File: src/rtl/hack_uart_pkg.sv
// Shared types and constants for the Hack UART blocks.
// The parity-extended frame is selected in hack_uart_rx with HACK_UART_RX_PARITY_EN.
package hack_uart_pkg;

    localparam int DATA_BITS = 8;

    typedef enum logic [2:0] {
        IDLE,
        START,
        DATA,
        PARITY,
        STOP
    } rx_state_t;

    localparam int ST_NOT_EMPTY  = 0;
    localparam int ST_FULL       = 1;
    localparam int ST_OVERRUN    = 2;
    localparam int ST_FRAME_ERR  = 3;
    localparam int ST_PARITY_ERR = 4;

    // Status word carries an 8-bit count; deeper FIFOs clamp at 255.
    function automatic logic [7:0] sat_count8(input logic [8:0] cnt);
        return (cnt > 9'd255) ? 8'hFF : cnt[7:0];
    endfunction

endpackage

File: src/rtl/hack_uart_fifo.sv
// Synchronous first-word-fall-through byte FIFO; dout always shows the head entry.
// Shared by the receiver and the planned transmitter.
module hack_uart_fifo #(
    parameter int DEPTH = 16,
    parameter int WIDTH = 8
) (
    input  logic                     clk,
    input  logic                     reset_n,
    input  logic                     push,
    input  logic                     pop,
    input  logic [WIDTH-1:0]         din,
    output logic [WIDTH-1:0]         dout,
    output logic [$clog2(DEPTH):0]   count,
    output logic                     full,
    output logic                     empty
);

    localparam int AW = $clog2(DEPTH);
    localparam logic [AW:0] FULL_CNT = (AW+1)'(DEPTH);

    logic [WIDTH-1:0] mem [DEPTH];
    logic [AW-1:0]    wr_ptr;
    logic [AW-1:0]    rd_ptr;
    logic [AW:0]      count_q;
    logic             do_push;
    logic             do_pop;

    assign full    = (count_q == FULL_CNT);
    assign empty   = (count_q == '0);
    assign do_pop  = pop && !empty;
    assign do_push = push && (!full || do_pop);

    // NOTE: storage is not reset; validity comes only from the pointers and count.
    always_ff @(posedge clk) begin
        if (do_push) mem[wr_ptr] <= din;
    end

    always_ff @(posedge clk or negedge reset_n) begin
        if (!reset_n) begin
            wr_ptr  <= '0;
            rd_ptr  <= '0;
            count_q <= '0;
        end else begin
            if (do_push) wr_ptr <= wr_ptr + 1'b1;
            if (do_pop)  rd_ptr <= rd_ptr + 1'b1;
            case ({do_push, do_pop})
                2'b10:   count_q <= count_q + 1'b1;
                2'b01:   count_q <= count_q - 1'b1;
                default: count_q <= count_q;
            endcase
        end
    end

    assign dout  = mem[rd_ptr];
    assign count = count_q;

endmodule

File: src/rtl/hack_uart_rx.sv
// Memory-mapped UART receiver: 8N1 deserialiser feeding a FWFT FIFO read via inM.
// Define HACK_UART_RX_PARITY_EN for 8E1 frames with a sticky parity error flag.
module hack_uart_rx
    import hack_uart_pkg::*;
#(
    parameter int CLKS_PER_BIT = 868,
    parameter int FIFO_DEPTH   = 16
) (
    input  logic        clk,
    input  logic        reset_n,
    input  logic        rx,
    input  logic        pop,
    input  logic        clr_err,
    output logic [15:0] rx_data,
    output logic [15:0] rx_status,
    output logic        rx_irq
);

    localparam int CW  = $clog2(CLKS_PER_BIT);
    localparam int FCW = $clog2(FIFO_DEPTH) + 1;
    localparam logic [CW-1:0] BIT_END  = CW'(CLKS_PER_BIT - 1);
    localparam logic [CW-1:0] HALF_END = CW'(CLKS_PER_BIT / 2 - 1);
    localparam logic [2:0]    LAST_BIT = 3'(DATA_BITS - 1);

    rx_state_t             state;
    logic                  rx_meta;
    logic                  rx_sync;
    logic [CW-1:0]         clk_cnt;
    logic [2:0]            bit_cnt;
    logic [DATA_BITS-1:0]  shreg;
    logic                  sample_tick;
    logic                  stop_tick;
    logic                  push;
    logic                  frame_ev;
    logic                  overrun_ev;
    logic                  overrun;
    logic                  frame_err;
    logic [DATA_BITS-1:0]  fifo_dout;
    logic [FCW-1:0]        fifo_count;
    logic                  fifo_full;
    logic                  fifo_empty;
`ifdef HACK_UART_RX_PARITY_EN
    logic                  par_bad;
    logic                  parity_ev;
    logic                  parity_err;
`endif

    // Synchroniser resets to the idle-line level so reset release does not fake a start bit.
    always_ff @(posedge clk or negedge reset_n) begin
        if (!reset_n) begin
            rx_meta <= 1'b1;
            rx_sync <= 1'b1;
        end else begin
            // NOTE: non-blocking assignments keep this a genuine two-stage shift.
            rx_meta <= rx;
            rx_sync <= rx_meta;
        end
    end

    assign sample_tick = (clk_cnt == BIT_END);
    assign stop_tick   = (state == STOP) && sample_tick;
    assign frame_ev    = stop_tick && !rx_sync;
`ifdef HACK_UART_RX_PARITY_EN
    assign push        = stop_tick && rx_sync && !par_bad;
    assign parity_ev   = stop_tick && par_bad;
`else
    assign push        = stop_tick && rx_sync;
`endif
    assign overrun_ev  = push && fifo_full && !pop;

    always_ff @(posedge clk or negedge reset_n) begin
        if (!reset_n) begin
            state   <= IDLE;
            clk_cnt <= '0;
            bit_cnt <= '0;
            shreg   <= '0;
`ifdef HACK_UART_RX_PARITY_EN
            par_bad <= 1'b0;
`endif
        end else begin
            case (state)
                IDLE: begin
                    clk_cnt <= '0;
                    bit_cnt <= '0;
`ifdef HACK_UART_RX_PARITY_EN
                    par_bad <= 1'b0;
`endif
                    if (!rx_sync) state <= START;
                end
                START: begin
                    if (clk_cnt == HALF_END) begin
                        clk_cnt <= '0;
                        state   <= rx_sync ? IDLE : DATA;
                    end else begin
                        clk_cnt <= clk_cnt + 1'b1;
                    end
                end
                DATA: begin
                    if (sample_tick) begin
                        clk_cnt <= '0;
                        shreg   <= {rx_sync, shreg[DATA_BITS-1:1]};
                        bit_cnt <= bit_cnt + 1'b1;
                        if (bit_cnt == LAST_BIT) begin
`ifdef HACK_UART_RX_PARITY_EN
                            state <= PARITY;
`else
                            state <= STOP;
`endif
                        end
                    end else begin
                        clk_cnt <= clk_cnt + 1'b1;
                    end
                end
`ifdef HACK_UART_RX_PARITY_EN
                PARITY: begin
                    if (sample_tick) begin
                        clk_cnt <= '0;
                        par_bad <= ^{shreg, rx_sync};
                        state   <= STOP;
                    end else begin
                        clk_cnt <= clk_cnt + 1'b1;
                    end
                end
`endif
                STOP: begin
                    if (sample_tick) begin
                        clk_cnt <= '0;
                        state   <= IDLE;
                    end else begin
                        clk_cnt <= clk_cnt + 1'b1;
                    end
                end
                default: state <= IDLE;
            endcase
        end
    end

    // A new error event outranks a simultaneous clear.
    always_ff @(posedge clk or negedge reset_n) begin
        if (!reset_n) begin
            overrun   <= 1'b0;
            frame_err <= 1'b0;
`ifdef HACK_UART_RX_PARITY_EN
            parity_err <= 1'b0;
`endif
        end else begin
            if (overrun_ev)    overrun   <= 1'b1;
            else if (clr_err)  overrun   <= 1'b0;
            if (frame_ev)      frame_err <= 1'b1;
            else if (clr_err)  frame_err <= 1'b0;
`ifdef HACK_UART_RX_PARITY_EN
            if (parity_ev)     parity_err <= 1'b1;
            else if (clr_err)  parity_err <= 1'b0;
`endif
        end
    end

    hack_uart_fifo #(
        .DEPTH (FIFO_DEPTH),
        .WIDTH (DATA_BITS)
    ) u_fifo (
        .clk     (clk),
        .reset_n (reset_n),
        .push    (push),
        .pop     (pop),
        .din     (shreg),
        .dout    (fifo_dout),
        .count   (fifo_count),
        .full    (fifo_full),
        .empty   (fifo_empty)
    );

    // NOTE: every always_comb output gets a default first so no latch is inferred.
    always_comb begin
        rx_status                = '0;
        rx_status[ST_NOT_EMPTY]  = !fifo_empty;
        rx_status[ST_FULL]       = fifo_full;
        rx_status[ST_OVERRUN]    = overrun;
        rx_status[ST_FRAME_ERR]  = frame_err;
`ifdef HACK_UART_RX_PARITY_EN
        rx_status[ST_PARITY_ERR] = parity_err;
`endif
        rx_status[15:8]          = sat_count8(9'(fifo_count));
    end

    assign rx_data = {8'h00, (fifo_empty ? 8'h00 : fifo_dout)};
    assign rx_irq  = !fifo_empty;

endmodule
File: config.mk
export PLATFORM = sky130hd
export DESIGN_NAME = hack_uart_rx
export DESIGN_NICKNAME = d
export VERILOG_FILES = /design/src/rtl/hack_uart_pkg.sv /design/src/rtl/hack_uart_fifo.sv /design/src/rtl/hack_uart_rx.sv
export SDC_FILE = /design/constraint.sdc
export NUM_CORES = 1
export LEC_CHECK = 0
export CORE_MARGIN = 8
export CORE_UTILIZATION = 50
export DETAILED_ROUTE_END_ITERATION = 10
export GPL_TIMING_DRIVEN = 0
export PLACE_DENSITY = 0.76
export SLEW_MARGIN = 25
export SYNTH_ARGS = -nofsm -noshare
export SYNTH_HDL_FRONTEND = slang
export SYNTH_SLANG_ARGS = --single-unit
File: constraint.sdc
create_clock -name clk -period 4.46 [get_ports clk]
set_input_delay 0.892 -clock clk [delete_from_list [all_inputs] [get_ports clk]]
set_output_delay 0.892 -clock clk [all_outputs]
set_load 0.005 [all_outputs]
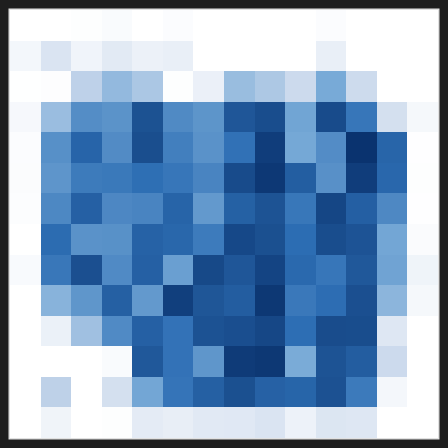
run_1/density.png
The die is cut into 14 by 14 equal tiles; white is low, dark blue is high, 0 to 100% covered.
tiles over 75% full: 30%
fullest tile: 99%
mean over tiles: 45%
nearly empty tiles: 24%
densest ninth of the die: centre
Finished Core Util: 59.7%
total core area: 14400 µm²
Init Core Util: 50.8%

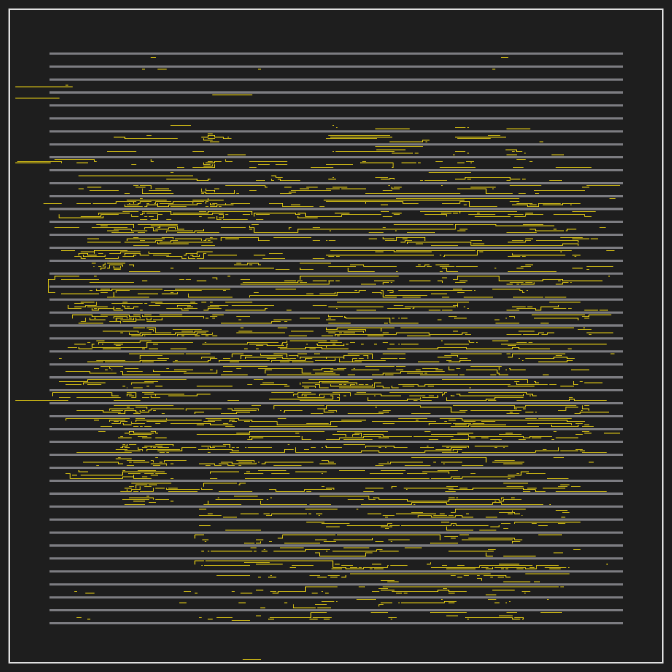
run_1/met1.png
Supply wires on this layer in grey.
longest straight run: 38.6 µm
share of all routed wire: 41%
main direction: horizontal
wire length on this layer: 6050 µm

==> results.ini, run 1 <==
[clock_network]
cts_tree = yes
clk_pin_slew_ps = 70
clock.latency.late_pin_ps = 430
cts_sinks = 169
hold_buffers = 0
cts_root_buffer = clkbuf_16
cts_max_level = 4
postCtsSetupBuffers = 0
cts_buffer_depth = 2

[worst_setup_path]
worstSetupStartpointType = flop
crit_required_ps = 3570
cp-end-kind = primary output
crit_slowest_cell = clkdlybuf4s50_1
arrival_ps = 2960
cp_common_cell = clkbuf_1
slowest_delay_ps = 560
crit_type = reg -> out
crit_chain = clkbuf_1 > clkbuf_1 > mux4_2 > mux2i_1 > o22ai_1 > clkdlybuf4s50_1
reg2regPathDepth = 6
cp_max_fo = 10

[final_layout]
fill_cells = 1058
final_nets = 533
layout-drive-gt1-share_pct = 26.2
antennaDiodeCount = 0
syn_to_final_growth_pct = 17.6
final_area_um2 = 8610
regArea_um2 = 4870

[final_timing]
final.setup_skew_ps = 11.4
fin_setup_tns_ps = 0
fmaxAchievable_mhz = 259
worstMarginPinSlew_ps = 878
slew_violations = 0
setup_viol = 0
fin_hold_ws_ps = 356
hold_viol_final = 0
rsz0062_at_grt = false
slew_headroom_pct = 41.2

[yosys]
synth-seq-cells = 169
ff_type = edfxtp_1
synth_area_leader_cell = edfxtp_1
top_cells_by_count = 128 x edfxtp_1, 39 x dfrtp_1, 32 x mux4_2
yosysChipArea_um2 = 7320
syn-mean-instance-area_um2 = 16.1
edf_count = 128
async_reset_ff_share_pct = 24.3
synth.most_common_cell = edfxtp_1
postSynthCellCount = 454
top_cell_area_share_pct = 52.5
synth_cell_types = 55
postSynthSeqShare_pct = 66.5

[global_route]
grt_pass1_vias = 4276
met3_usage_pct = 4.30

[route]
ant_nets = 0
drtIter0Drc = 402
routed_via_density = 5.75
route.detailed.drc = 0
drt_pass1_iterations = 5
vias = 4114

[power]
leakagePower_uw = 0.00347
ir_worst_vdd_mv = 0.365
power_density_nw_per_um2 = 469

[floorplan]
chipArea_um2 = 18800
dieHeight_um = 137
boundaryPins = 38
die_w_um = 137

[run]
max-cap-violations = 0
warnings = 30

[min_path]
min_path_cells = 0

[placement]
gp_congestion = 0.847
postPlaceCellArea_um2 = 7970
port_buffers = 22

[status]
status = complete, no violations

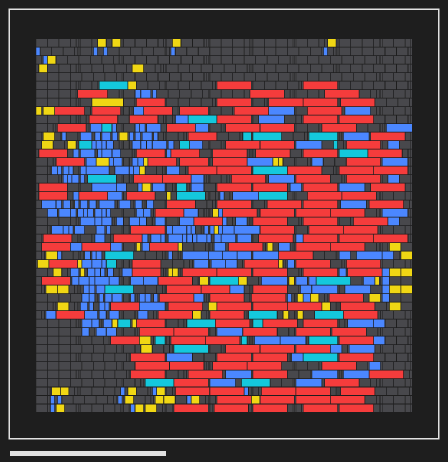
run_1/cell_classes.png
The bar under the picture is 50 µm long. Fill, decap, tap and diode cells in grey.
| colour | class | cells |
|---|---|---|
| yellow | other buffers and delay cells | 73 |
| blue | all other logic | 257 |
| red | flops | 169 |
| cyan | clock drivers and dummy loads | 32 |

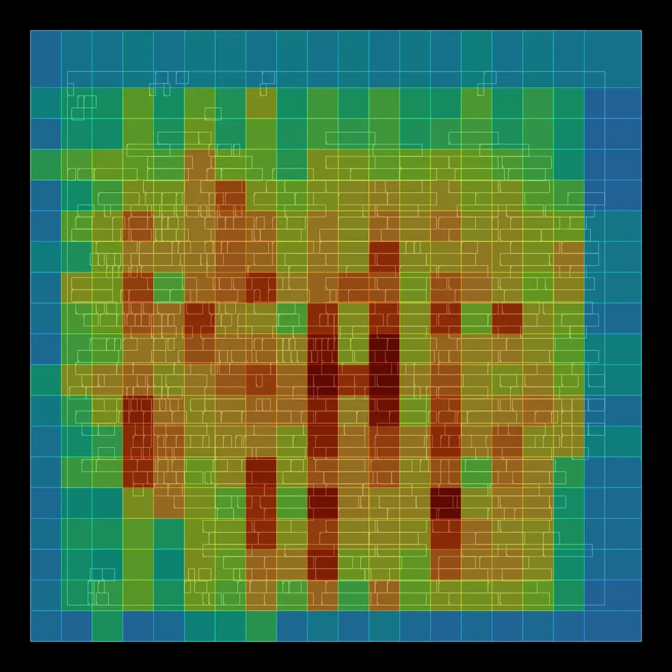
run_1/final_congestion.png
GR peak layer: met2
post-DR wirelength/cell: 20.6 µm
total track usage: 17.0%
GR Layer Usage met2: 28.0%
met1 Use GR: 20.6%

-- run 1: final timing paths --
kind / startpoint / slack [ps] / to
max: u_fifo.rd_ptr[1] / 610 / rx_data[2]
max in group asynchronous: reset_n / 3470 / rx_sync
min reg2reg: rx_meta / 360 / rx_sync
min: rx_meta / 360 / rx_sync
min in group asynchronous: reset_n / 430 / clk_cnt[0]
max reg2reg: clk_cnt[0] / 1410 / u_fifo.mem[12][2]
-- run 1: flip-flops by register name, summed over array words and instances (netlist names) --
name / count
overrun: 1
u_fifo.count: 5
u_fifo.rd_ptr: 4
frame_err: 1
u_fifo.wr_ptr: 4
state: 3
clk_cnt: 10
u_fifo.mem: 128
rx_sync: 1
rx_meta: 1
shreg: 8
bit_cnt: 3
-- run 1: critical path: cells and delay by family (launching register included) --
family                 cells  cell delay, ps
buffers and inverters      3            1480
flip-flops                 1             350
multiplexers               2             450
AND-OR/OR-AND              1             240
-- run 1: routing by layer --
layer  wire length, µm  vias up
met2              7440      147
met3               836       28
met1              6050     2068
li1                  -     1871
met5                 0        -
met4               417        0
-- run 1: final cells by class --
| class | count | share of cell area, % |
|---|---|---|
| clock buffers | 18 | 4.98 |
| plain buffers | 42 | 2.95 |
| well taps | 184 | 2.67 |
| clock inverters | 14 | 2.41 |
| multi-input cells | 243 | 26.3 |
| inverters | 14 | 0.610 |
| repair buffers | 31 | 3.46 |
| flip-flops and latches | 169 | 56.6 |
-- run 1: cell usage in the layout, fill, tap and decap left out, drive strengths merged, types with 3 or more instances in the layout --
cell type,n
a21oi,12
a22o,5
and2,5
and3,3
buf,42
bufinv,4
clkbuf,28
clkdlybuf4s50,21
clkinv,3
conb,15
dfrtp,39
edfxtp,128
ha,10
inv,20
mux2,8
mux2i,17
mux4,32
nand2,13
nand3,10
nand4,4
nor2,20
nor3,8
nor4,15
o21ai,11
o22ai,9
xnor2,10
xor2,6
-- run 1: through the flow --
| step | instances | utilization, % | power (µW) | setup slack (ps) |
|---|---|---|---|---|
| floorplan | 468 | - | 2290 | 1920 |
| global placement | 674 | 54.3 | 2480 | 659 |
| detailed placement | 683 | 55.3 | 2500 | 992 |
| CTS | 715 | 59.7 | 4070 | 555 |
| global route | 715 | 59.7 | 4180 | 498 |
| finish | 715 | 59.7 | 4040 | 606 |
-- run 1: report_power, final --
group / switching, µW / internal (µW)
Combinational: 380 / 313
Sequential: 45.4 / 1720
Clock: 630 / 953
-- run 1: logic make-up after synthesis --
kind of cell	count (synthesis)	share of synthesized area, %
AND-OR/OR-AND	51	4.78
multiplexers	57	13.4
flip-flops	169	66.5
AND/OR/NAND/NOR	94	7.43
adder cells (fa/ha/maj)	10	1.71
buffers and inverters	56	4.19
other	1	0.0512
XOR/XNOR	16	1.91
==> run 1 -> run 2 <==
--- a/config.mk
+++ b/config.mk
@@ -5,6 +5,7 @@
 export SDC_FILE = /design/constraint.sdc
 export NUM_CORES = 1
 export LEC_CHECK = 0
+export ABC_AREA = 0
 export CORE_MARGIN = 8
 export CORE_UTILIZATION = 50
 export DETAILED_ROUTE_END_ITERATION = 10
@@ -14,3 +15,4 @@
 export SYNTH_ARGS = -nofsm -noshare
 export SYNTH_HDL_FRONTEND = slang
 export SYNTH_SLANG_ARGS = --single-unit
+export TNS_END_PERCENT = 5
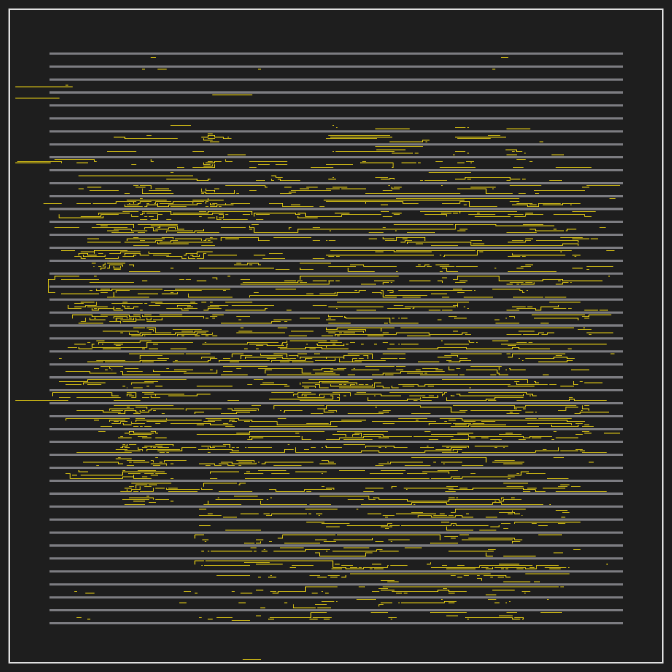
run_2/met1.png
Supply wires on this layer in grey.
main direction: horizontal
wire length on this layer: 6050 µm
longest straight run: 38.6 µm
nets with wire on the layer: 495
share of all routed wire: 41%

==> results.ini, run 2 <==
[worst_setup_path]
cp_max_fo = 10
crit_slowest_cell = clkdlybuf4s50_1
cp_common_cell = clkbuf_1
arrival_ps = 2960
path_delay_family = buffers and inverters
worstSetupStartpointType = flop
slowest_delay_ps = 560
crit_required_ps = 3570
r2r_slack_ps = 1410
crit_chain = clkbuf_1 > clkbuf_1 > mux4_2 > mux2i_1 > o22ai_1 > clkdlybuf4s50_1
crit_type = reg -> out
critPathBufInv = 3

[yosys]
top_cells_by_count = 128 x edfxtp_1, 39 x dfrtp_1, 32 x mux4_2
postSynthSeqShare_pct = 66.5
synth.most_common_cell = edfxtp_1
yosysChipArea_um2 = 7320
syn-mean-instance-area_um2 = 16.1
ff_type = edfxtp_1
synth_cell_types = 55
top_cell_area_share_pct = 52.5
async_reset_ff_share_pct = 24.3
synth-seq-cells = 169
postSynthCellCount = 454

[floorplan]
coreArea_um2 = 14400
die_w_um = 137
initial_utilization_pct = 50.8
boundaryPins = 38
chipArea_um2 = 18800
dieHeight_um = 137

[final_layout]
syn_to_final_growth_pct = 17.6
lay_top_cells = 128 x edfxtp_1, 39 x dfrtp_1, 32 x mux4_2, 27 x buf_4, 21 x clkdlybuf4s50_1
regMostFlops = u_fifo.mem
logic_area_um2 = 2270
reg.largest.list = u_fifo.mem: 128 flops, clk_cnt: 10 flops, shreg: 8 flops
fill_cells = 1058
layout-drive-gt1-share_pct = 26.2
layout_top_cell = edfxtp_1
regArea_um2 = 4870

[final_timing]
fin_setup_tns_ps = 0
fmaxAchievable_mhz = 259
worstMarginPinSlew_ps = 878
slew_violations = 0
setup_viol = 0
worst_slack_ps = 606
hold_viol_final = 0
final.setup_skew_ps = 11.4

[run]
max-cap-violations = 0
warnings = 30

[placement]
dp_slack_ps = 992
port_buffers = 22
gp_congestion = 0.847

[power]
pwr-share-seq_pct = 43.7
p_comb_share_pct = 17.2
intPower_uw = 2980
p_sw_uw = 1060
clockPowerShare_pct = 39.2
swShare_pct = 26.1
leakagePower_uw = 0.00347
finalPower_uw = 4040
ir_worst_vdd_mv = 0.365
power_density_nw_per_um2 = 469

[clock_network]
cts_max_level = 4
cts_tree = yes
cts_root_buffer = clkbuf_16
cts_sinks = 169
postCtsSetupBuffers = 0
hold_buffers = 0
clock.latency.late_pin_ps = 430

[global_route]
grtUsageTotal_pct = 17.0
grt_pass1_vias = 4276
overflow = 0

[route]
routed_via_density = 5.75
route.detailed.drc = 0
wl_per_cell_um = 20.6
drtIter0Drc = 402
drt_pass1_iterations = 5

[status]
status = complete, no violations

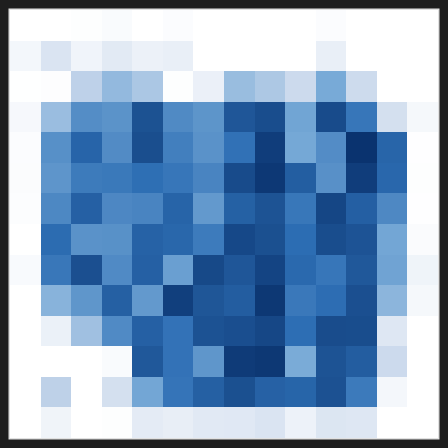
run_2/density.png
The die is cut into 14 by 14 equal tiles; white is low, dark blue is high, 0 to 100% covered.
mean over tiles: 45%
nearly empty tiles: 24%
tiles over 75% full: 30%
densest ninth of the die: centre
fullest tile: 99%

==> run 2: final timing paths <==
kind                                        from                 to  cells past startpoint
worst max register to register        clk_cnt[0]  u_fifo.mem[12][2]                      6
worst min register to register           rx_meta            rx_sync                      0
worst max-delay path            u_fifo.rd_ptr[1]         rx_data[2]                      6
worst min-delay path                     rx_meta            rx_sync                      0
min in group asynchronous                reset_n         clk_cnt[0]                      1
max in group asynchronous                reset_n            rx_sync                      2
==> run 2: power groups by stage <==
stage / combinational (µW) / clock, µW / sequential, µW
floorplan: 501 / 0 / 1790
global placement: 688 / 0 / 1790
detailed placement: 704 / 0 / 1800
CTS: 705 / 1600 / 1760
global route: 755 / 1650 / 1770
finish: 693 / 1580 / 1760
==> run 2: area by class of cell <==
type	count	area share (%)
flip-flops and latches	169	56.6
multi-input cells	243	26.3
clock buffers	18	4.98
repair buffers	31	3.46
plain buffers	42	2.95
well taps	184	2.67
clock inverters	14	2.41
inverters	14	0.610
==> run 2: stage by stage <==
step | instances | hold slack, ps | utilization, % | cell area [µm²]
floorplan | 468 | 345 | - | 7380
global placement | 674 | 347 | 54.3 | 7830
global route | 715 | 359 | 59.7 | 8610
CTS | 715 | 358 | 59.7 | 8610
finish | 715 | 356 | 59.7 | 8610
detailed placement | 683 | 349 | 55.3 | 7970
==> run 2: kinds of logic (layout without fill, tap and decap cells) <==
group	Yosys count	in the layout	synth area share, %
buf+inv	56	119	4.19
fa+ha+maj	10	10	1.71
mux	57	57	13.4
xor+xnor	16	16	1.91
simple gates	94	94	7.43
compound gates	51	51	4.78
other cells	1	15	0.0512
flops	169	169	66.5
==> run 2: metal layers <==
layer	part of all wire (%)	global-route usage (%)	wire [µm]
met1	41	20.6	6050
met2	50	28.0	7440
met3	5.7	4.30	836
met4	2.8	8.45	417
met5	0	0	0
==> run 2 -> run 3 <==
--- a/config.mk
+++ b/config.mk
@@ -11,6 +11,7 @@
 export DETAILED_ROUTE_END_ITERATION = 10
 export GPL_TIMING_DRIVEN = 0
 export PLACE_DENSITY = 0.76
+export SETUP_SLACK_MARGIN = 0.1
 export SLEW_MARGIN = 25
 export SYNTH_ARGS = -nofsm -noshare
 export SYNTH_HDL_FRONTEND = slang
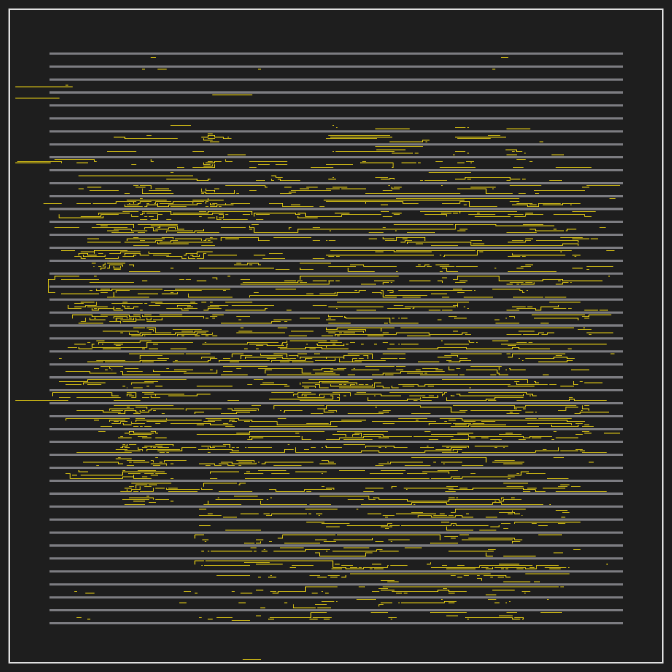
run_3/met1.png
Supply wires on this layer in grey.
wire length on this layer: 6050 µm
main direction: horizontal
nets with wire on the layer: 495

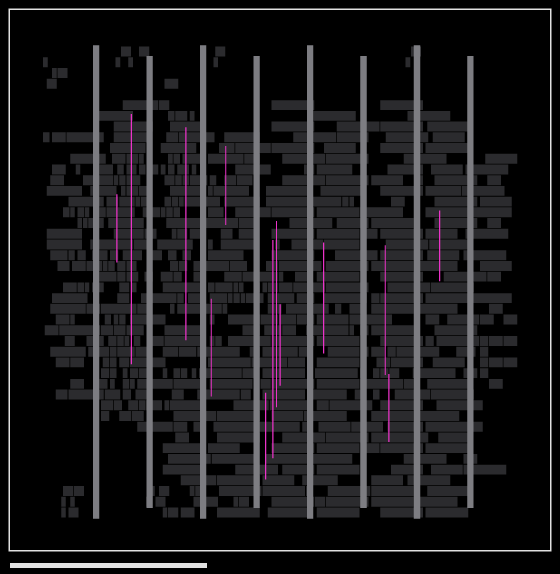
run_3/met4.png
The bar under the picture is 50 µm long. Supply wires on this layer in grey. Cells faint in the background.
wire length on this layer: 418 µm
share of all routed wire: 2.8%

==> results.ini, run 3 <==
[worst_setup_path]
critPathBufInv = 3
cp.depth = 6
reg2regPathDepth = 6
arrival_ps = 2960
crit_slowest_cell = clkdlybuf4s50_1
startpoint = u_fifo.rd_ptr[1]
cp_max_fo = 10
path_delay_family = buffers and inverters
crit_required_ps = 3570
cp_common_cell = clkbuf_1
slowest_delay_ps = 560
r2r_slack_ps = 1410
reg2reg_to = u_fifo.mem[12][2]
crit_chain = clkbuf_1 > clkbuf_1 > mux4_2 > mux2i_1 > o22ai_1 > clkdlybuf4s50_1
crit_end = rx_data[2]
r2r-start = clk_cnt[0]
crit_type = reg -> out
worstSetupStartpointType = flop
cp-end-kind = primary output

[route]
vias = 4114
drtIter0Drc = 402
ant_nets = 0
wl_per_cell_um = 20.6
route.detailed.drc = 0
drt_pass1_iterations = 5
routed_via_density = 5.75

[clock_network]
hold_buffers = 0
clock.latency.late_pin_ps = 430
postCtsSetupBuffers = 0
cts_sinks = 169
cts_root_buffer = clkbuf_16
post_cts_resized = 0
clk_pin_slew_ps = 70
cts_max_level = 4
cts_buffer_depth = 2
cts_tree = yes
numCtsBuffers = 17

[power]
p_comb_share_pct = 17.2
ir_worst_vdd_mv = 0.365
swShare_pct = 26.1
leakagePower_uw = 0.00347
clockPowerShare_pct = 39.2
p_sw_uw = 1060
pwr-share-seq_pct = 43.7
intPower_uw = 2980
power_density_nw_per_um2 = 469

[global_route]
use_met2_pct = 28.0
use_met1_pct = 20.6
met3_usage_pct = 4.30
grt_pass1_vias = 4276
top_usage_layer = met2
grtUsageTotal_pct = 17.0
overflow = 0

[yosys]
yosys_cells = 454
synth_cell_types = 55
ff_type = edfxtp_1
async_reset_ff_share_pct = 24.3
edf_count = 128
yosysChipArea_um2 = 7320
synth-seq-cells = 169
top_cell_area_share_pct = 52.5
syn-mean-instance-area_um2 = 16.1
postSynthSeqShare_pct = 66.5
synth.most_common_cell = edfxtp_1
synth_area_leader_cell = edfxtp_1
postSynthCellCount = 454
top_cells_by_count = 128 x edfxtp_1, 39 x dfrtp_1, 32 x mux4_2

[final_timing]
rsz0062_at_grt = false
worstMarginPinSlew_ps = 878
fin_setup_tns_ps = 0
fmaxAchievable_mhz = 259
final.setup_skew_ps = 11.4
slew_violations = 0
fin_crit_ps = 3850
setup_viol = 0
hold_viol_final = 0
slew_headroom_pct = 41.2

[final_layout]
final_nets = 533
largest_reg_flops = 128
syn_to_final_growth_pct = 17.6
layout_top_cell = edfxtp_1
reg.largest.list = u_fifo.mem: 128 flops, clk_cnt: 10 flops, shreg: 8 flops
final_area_um2 = 8610
lay_top_cells = 128 x edfxtp_1, 39 x dfrtp_1, 32 x mux4_2, 27 x buf_4, 21 x clkdlybuf4s50_1
fill_cells = 1058
regMostFlops = u_fifo.mem
layout-drive-gt1-share_pct = 26.2
antennaDiodeCount = 0

[floorplan]
chipArea_um2 = 18800
rows = 44
boundaryPins = 38
initial_utilization_pct = 50.8
coreArea_um2 = 14400
dieHeight_um = 137
die_w_um = 137

[placement]
port_buffers = 22
gp_congestion = 0.847
postPlaceCellArea_um2 = 7970

[min_path]
hp-class = reg -> reg

[status]
status = complete, no violations

[run]
max-cap-violations = 0
warnings = 30

run 3: cell counts after synthesis:
No cell type changed its count.
run 3: logic make-up (layout without fill, tap and decap cells):
logic type               count (synthesis)  after routing  share of synthesized area (%)
AND/OR/NAND/NOR                         94             94                           7.43
multiplexers                            57             57                           13.4
other                                    1             15                         0.0512
adder cells (fa/ha/maj)                 10             10                           1.71
AND-OR/OR-AND                           51             51                           4.78
flip-flops                             169            169                           66.5
XOR/XNOR                                16             16                           1.91
buffers and inverters                   56            119                           4.19
run 3: metrics by stage:
stage	total power (µW)	hold slack [ps]	util, %	instances	worst slack [ps]
2_1_floorplan	2290	345	-	468	1920
3_3_place_gp	2480	347	54.3	674	659
3_5_place_dp	2500	349	55.3	683	992
4_1_cts	4070	358	59.7	715	555
5_1_grt	4180	359	59.7	715	498
6_report	4040	356	59.7	715	606
run 3: area by class of cell:
class | instances | area, µm² | share of cell area (%)
buffer | 42 | 254 | 2.95
clock buffer | 18 | 429 | 4.98
clock inverter | 14 | 208 | 2.41
inverter | 14 | 52.6 | 0.610
multi-input combinational | 243 | 2270 | 26.3
sequential | 169 | 4870 | 56.6
tap | 184 | 230 | 2.67
timing repair buffer | 31 | 298 | 3.46
run 3: worst min path at each step:
stage	start	endpoint	slack (ps)	cells past startpoint
CTS	rx_meta	rx_sync	360	0
global placement	rx_meta	rx_sync	350	0
finish	rx_meta	rx_sync	360	0
detailed placement	rx_meta	rx_sync	350	0
floorplan	rx_meta	rx_sync	350	0
global route	rx_meta	rx_sync	360	0
run 3: power groups by stage:
| stage | Clock, µW | Combinational (µW) | Sequential [µW] |
|---|---|---|---|
| after floorplan | 0 | 501 | 1790 |
| after global placement | 0 | 688 | 1790 |
| after detailed placement | 0 | 704 | 1800 |
| after CTS | 1600 | 705 | 1760 |
| after global routing | 1650 | 755 | 1770 |
| final | 1580 | 693 | 1760 |
run 3: layer usage:
| metal | up-vias | share of wire (%) |
|---|---|---|
| met5 | - | 0 |
| met4 | 0 | 2.8 |
| met3 | 28 | 5.7 |
| met2 | 147 | 50 |
| met1 | 2068 | 41 |
| li1 | 1871 | - |
Power and IR drop assume default switching activity.
